===== src/rtl/gcd_driver.sv =====
// Buffers operand pairs in a 4-deep FIFO and runs them one at a time through an external GCD core, with timeout.
// Pop to gcd_go is 1 cycle, gcd_done to res_valid is 1 cycle; in_ready is !full, and the result is held until res_ready.
module gcd_driver #(
  parameter int width   = 5,
  parameter int TIMEOUT = 255
) (
  input  logic             clock,
  input  logic             reset,
  input  logic             in_valid,
  output logic             in_ready,
  input  logic [width-1:0] in_x,
  input  logic [width-1:0] in_y,
  output logic [width-1:0] gcd_x,
  output logic [width-1:0] gcd_y,
  output logic             gcd_go,
  input  logic             gcd_done,
  input  logic [width-1:0] gcd_result,
  output logic             res_valid,
  input  logic             res_ready,
  output logic [width-1:0] res_data,
  output logic             res_err,
  output logic             busy
);

  typedef enum logic [1:0] {
    S_IDLE = 2'd0,
    S_BUSY = 2'd1,
    S_RESP = 2'd2
  } state_t;

  localparam logic [7:0] WAIT_LAST = 8'(TIMEOUT - 1);

  logic [2*width-1:0] mem_q [4];
  logic [1:0]         wr_ptr_q, wr_ptr_d, rd_ptr_q, rd_ptr_d;
  logic [2:0]         cnt_q, cnt_d;
  logic               fifo_full, fifo_empty, push, pop;
  logic [width-1:0]   head_x, head_y;

  state_t             state_q;
  logic [7:0]         wait_q;
  logic               gcd_go_q, res_valid_q, res_err_q;
  logic [width-1:0]   gcd_x_q, gcd_y_q, res_data_q;

  assign fifo_full        = (cnt_q == 3'd4);
  assign fifo_empty       = (cnt_q == 3'd0);
  assign push             = in_valid && !fifo_full;
  assign pop              = (state_q == S_IDLE) && !fifo_empty;
  assign {head_x, head_y} = mem_q[rd_ptr_q];

  always_comb begin
    wr_ptr_d = wr_ptr_q;
    rd_ptr_d = rd_ptr_q;
    cnt_d    = cnt_q;
    if (push) wr_ptr_d = wr_ptr_q + 2'd1;
    if (pop)  rd_ptr_d = rd_ptr_q + 2'd1;
    if (push && !pop)      cnt_d = cnt_q + 3'd1;
    else if (pop && !push) cnt_d = cnt_q - 3'd1;
  end

  always_ff @(posedge clock or posedge reset) begin
    if (reset) begin
      wr_ptr_q <= 2'd0;
      rd_ptr_q <= 2'd0;
      cnt_q    <= 3'd0;
    end else begin
      wr_ptr_q <= wr_ptr_d;
      rd_ptr_q <= rd_ptr_d;
      cnt_q    <= cnt_d;
    end
  end

  // Storage needs no reset: an entry is only read after it has been written.
  always_ff @(posedge clock) begin
    if (push) mem_q[wr_ptr_q] <= {in_x, in_y};
  end

  always_ff @(posedge clock or posedge reset) begin
    if (reset) begin
      state_q     <= S_IDLE;
      wait_q      <= 8'd0;
      gcd_go_q    <= 1'b0;
      gcd_x_q     <= '0;
      gcd_y_q     <= '0;
      res_valid_q <= 1'b0;
      res_err_q   <= 1'b0;
      res_data_q  <= '0;
    end else begin
      case (state_q)
        S_IDLE: begin
          if (!fifo_empty) begin
            if (head_x == '0 || head_y == '0) begin
              res_data_q  <= head_x | head_y;
              res_err_q   <= 1'b0;
              res_valid_q <= 1'b1;
              state_q     <= S_RESP;
            end else begin
              gcd_x_q  <= head_x;
              gcd_y_q  <= head_y;
              gcd_go_q <= 1'b1;
              wait_q   <= 8'd0;
              state_q  <= S_BUSY;
            end
          end
        end
        S_BUSY: begin
          // A completion on the final wait cycle takes priority over the timeout.
          if (gcd_done) begin
            res_data_q  <= gcd_result;
            res_err_q   <= 1'b0;
            gcd_go_q    <= 1'b0;
            res_valid_q <= 1'b1;
            state_q     <= S_RESP;
          end else if (wait_q == WAIT_LAST) begin
            res_data_q  <= '0;
            res_err_q   <= 1'b1;
            gcd_go_q    <= 1'b0;
            res_valid_q <= 1'b1;
            state_q     <= S_RESP;
          end else begin
            wait_q <= wait_q + 8'd1;
          end
        end
        S_RESP: begin
          if (res_ready) begin
            res_valid_q <= 1'b0;
            state_q     <= S_IDLE;
          end
        end
        default: state_q <= S_IDLE;
      endcase
    end
  end

  assign in_ready  = !fifo_full;
  assign gcd_go    = gcd_go_q;
  assign gcd_x     = gcd_x_q;
  assign gcd_y     = gcd_y_q;
  assign res_valid = res_valid_q;
  assign res_err   = res_err_q;
  assign res_data  = res_data_q;
  assign busy      = (state_q != S_IDLE) || !fifo_empty;

endmodule


===== config.mk =====
export PLATFORM = sky130hd
export DESIGN_NAME = gcd_driver
export DESIGN_NICKNAME = d
export VERILOG_FILES = /design/src/rtl/gcd_driver.sv
export SDC_FILE = /design/constraint.sdc
export NUM_CORES = 1
export LEC_CHECK = 0
export CORE_ASPECT_RATIO = 1.25
export CORE_UTILIZATION = 48
export CTS_CLUSTER_DIAMETER = 100
export DETAILED_ROUTE_END_ITERATION = 16
export PLACE_DENSITY = 0.72
export SYNTH_ARGS = -nofsm -noshare
export SYNTH_HDL_FRONTEND = slang
export SYNTH_SLANG_ARGS = --single-unit

===== constraint.sdc =====
create_clock -name clock -period 4.1 [get_ports clock]
set_clock_uncertainty 0.1 [all_clocks]
set_input_delay 0.41 -clock clock [delete_from_list [all_inputs] [get_ports clock]]
set_output_delay 0.41 -clock clock [all_outputs]
set_load 0.05 [all_outputs]

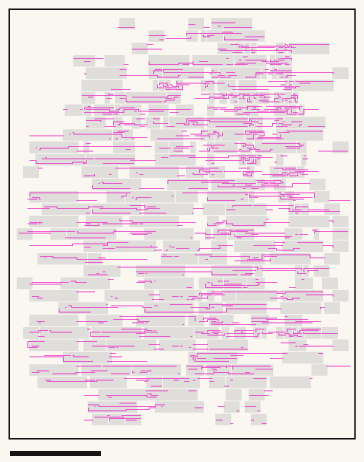
Figure 1: run 1, signal wires on met1.
Bar = 20 µm. Cells faint in the background.
longest straight run: 30.8 µm
nets with wire on the layer: 260
share of all routed wire: 44%
main direction: horizontal
wire length on this layer: 2600 µm

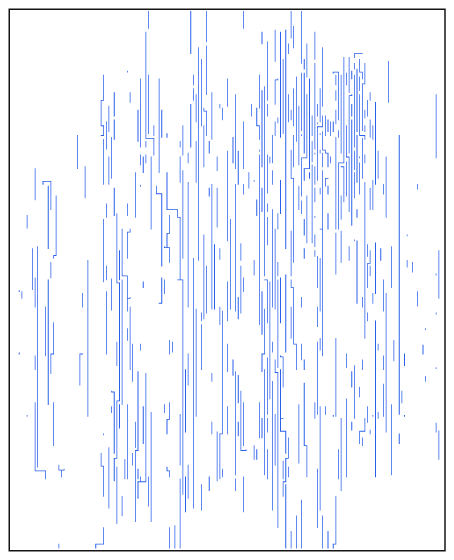
Figure 2: run 1, metal 2.
wire length on this layer: 2990 µm
longest straight run: 48.6 µm
share of all routed wire: 50%
nets with wire on the layer: 258

==> run_results.csv, run 1 <==
group,metric,value,unit
setup_path,endpoint_kind,"flop",
final_layout,mi_logic_area,0.001102,mm²
place,post_dp_cell_area,0.003731,mm²
place,port_buffers,39,
die,die_x,75.71,µm
run_status,outcome,"complete, no violations",
final_layout,reg_top3,"mem_q (40), wait_q (8)",
die,tap_cells,87,
final_timing,fin_crit_sh,63.62,%
detailed_routing,wl_per_cell,16.50,µm
final_timing,rsz0062_at_grt,"no",
power_and_ir_drop,powerComb,1.41,mW
clock_tree,tritoncts,"yes",
grt,grt_pass1_wl,9.480,mm
final_layout,fillers,514,
clock_tree,clock_latency,0.35,ns
flow_run,maxCapViolations,0,
logic_synthesis,common_cells,"edfxtp_1 (40), dfrtp_1 (35), o21ai_0 (15), nand2_1 (13), nor2_1 (12)",
die,core_region_area,0.006565,mm²
final_layout,nNonClkBuffers,41,
logic_synthesis,logic_family,"multiplexers",
final_layout,layout_top_cells,"edfxtp_1 (40), clkdlybuf4s50_1 (39), dfrtp_1 (35), o21ai_0 (15), nand2_1 (13)",
logic_synthesis,ys_seq_elements,75,
final_layout,drive_gt1_share,15.44,%
power_and_ir_drop,power_leader,"combinational logic",
power_and_ir_drop,peakVddDrop,0.3660,mV
power_and_ir_drop,p_total,3.195,mW
final_layout,fin_util,59.81,%
setup_path,cp_slowest_cell,"dfrtp_1",
clock_tree,cts-buffers-inserted,9,
grt,grt_start_max_net_pins,28,
detailed_routing,ant_nets,0,
final_timing,setup_violations,0,
final_timing,worst-slew-pin-transition,0.9958,ns
final_layout,finalNetCount,295,
clock_tree,root_buffer,"clkbuf_8",
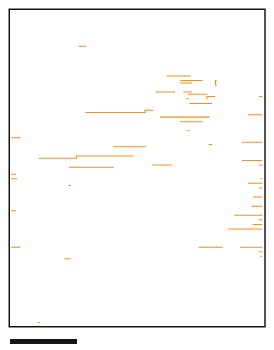
Figure 3: run 1, the metal 3 layer.
Bar = 20 µm.
share of all routed wire: 3.7%
longest straight run: 17.7 µm

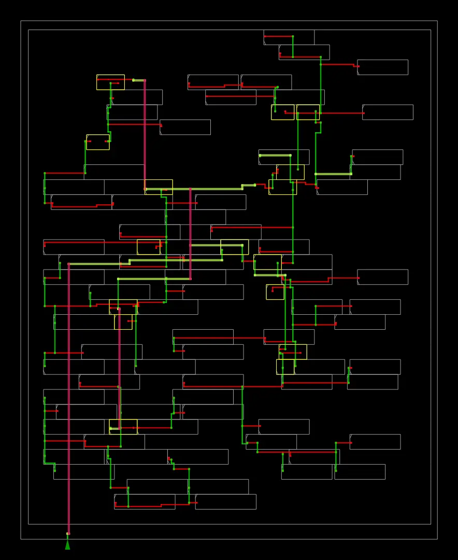
Figure 4: run 1, clock routing.
Clock buffer cells: 9
Flops: 75
clock group power: 0.568 mW

[run 1: path summary, 6_finish.rpt]
path | from | to | slack, ns | depth (start not counted)
max | rd_ptr_q[0]$_DFFE_PP0P_ | res_data[4]$_DFFE_PP0P_ | 1.49 | 5
min in group asynchronous | reset | wait_q[1]$_DFFE_PP0P_ | 0.49 | 2
min | wait_q[7]$_DFFE_PP0P_ | wait_q[7]$_DFFE_PP0P_ | 0.39 | 1
min reg2reg | wait_q[7]$_DFFE_PP0P_ | wait_q[7]$_DFFE_PP0P_ | 0.39 | 1
max in group asynchronous | reset | wr_ptr_q[0]$_DFFE_PP0P_ | 2.75 | 3
max reg2reg | rd_ptr_q[0]$_DFFE_PP0P_ | res_data[4]$_DFFE_PP0P_ | 1.49 | 5
Figure 5. Drive-strength map (run 1).
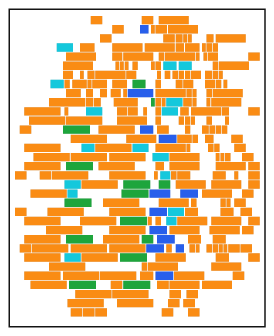

==> run 2, diff against run 1 <==
==> constraint.sdc (replaced) <==
create_clock -name clock -period 2.7 [get_ports clock]
set_clock_uncertainty 0.1 [all_clocks]
set_input_delay 0.27 -clock clock [delete_from_list [all_inputs] [get_ports clock]]
set_output_delay 0.27 -clock clock [all_outputs]
set_load 0.05 [all_outputs]
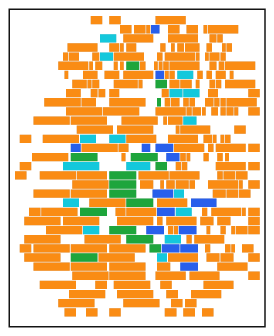
Figure 6: run 2, drive-strength map.
[blue] _3 and _4 cells | cells: 14
[green] _2 cells | cells: 15
[cyan] _6 and larger | cells: 16
[orange] _0 and _1 cells | cells: 229
Layout area overhead: 22.03%
post-route cell area: 0.003978 mm²
final setup margin: 0.3021 ns
bufs w/o clock: 43

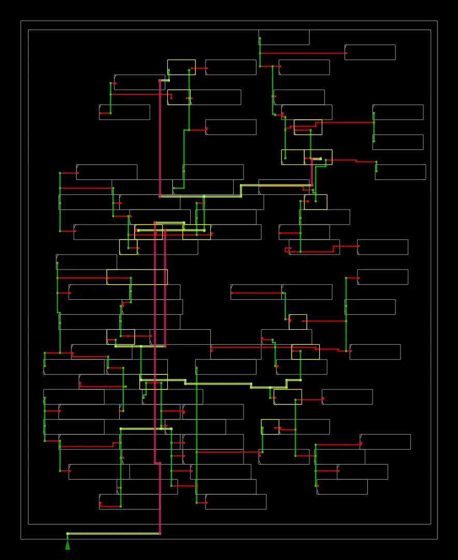
Figure 7: run 2, clock routing.
Num CTS Buffers: 9
clk ins delay skew pair: 0.35 ns
clk sinks: 75

==> run 2 against run 1 <==
Net effect: critical path depth down 1; synthesized area unchanged; via count up 1.9%; final cell count up 0.56%; combinational power up 61%; register-to-register slack worse by 1.1 ns; flip-flop count unchanged; non-clock buffer count up 2; power up 56%; worst hold slack worse by 0.18 ns; setup slack worse by 1.2 ns; die size unchanged; highest routed layer unchanged.
==> run_results.csv, run 2 <==
group,metric,value,unit
clock_tree,tritoncts,"yes",
place,post_dp_cell_area,0.003759,mm²
setup_path,cp_slowest_cell,"clkdlybuf4s50_1",
final_layout,fin_util,60.59,%
final_timing,setup_violations,0,
final_layout,reg_top3,"mem_q (40), wait_q (8)",
detailed_routing,wl_per_cell,16.79,µm
setup_path,r2r_end,"cnt_q[1]$_DFFE_PP0P_",
power_and_ir_drop,peakVddDrop,0.4572,mV
die,core_region_area,0.006565,mm²
logic_synthesis,common_cells,"edfxtp_1 (40), dfrtp_1 (35), o21ai_0 (15), nand2_1 (13), nor2_1 (12)",
power_and_ir_drop,powerComb,2.27,mW
grt,grt_pass1_wl,9.639,mm
power_and_ir_drop,p_total,4.985,mW
place,port_buffers,39,
setup_path,rr_worst_depth,6,
flow_run,maxCapViolations,0,
final_timing,rsz0062_at_grt,"no",
setup_path,r2r_start,"state_q[1]$_DFFE_PP0P_",
power_and_ir_drop,power_leader,"combinational logic",
grt,grt_start_max_net_pins,36,
logic_synthesis,ys_seq_elements,75,
run_status,outcome,"complete, no violations",
run 2: cell counts after synthesis:
No cell type changed its count.
run 2: how the worst max path moves through the flow:
stage,cells past startpoint,to,start
after floorplan,7,cnt_q[1]$_DFFE_PP0P_,cnt_q[0]$_DFFE_PP0P_
after global placement,6,cnt_q[1]$_DFFE_PP0P_,state_q[1]$_DFFE_PP0P_
after detailed placement,6,cnt_q[1]$_DFFE_PP0P_,state_q[1]$_DFFE_PP0P_
after CTS,6,cnt_q[1]$_DFFE_PP0P_,state_q[1]$_DFFE_PP0P_
after global routing,4,busy,cnt_q[0]$_DFFE_PP0P_
final,4,busy,cnt_q[0]$_DFFE_PP0P_
run 2: repair_timing:
action,in CTS,in global routing
gates resized,0,1
hold buffers,0,0
endpoints found under the setup margin,0,1
No activity file was given, so power comes from the tool's default toggle rates.
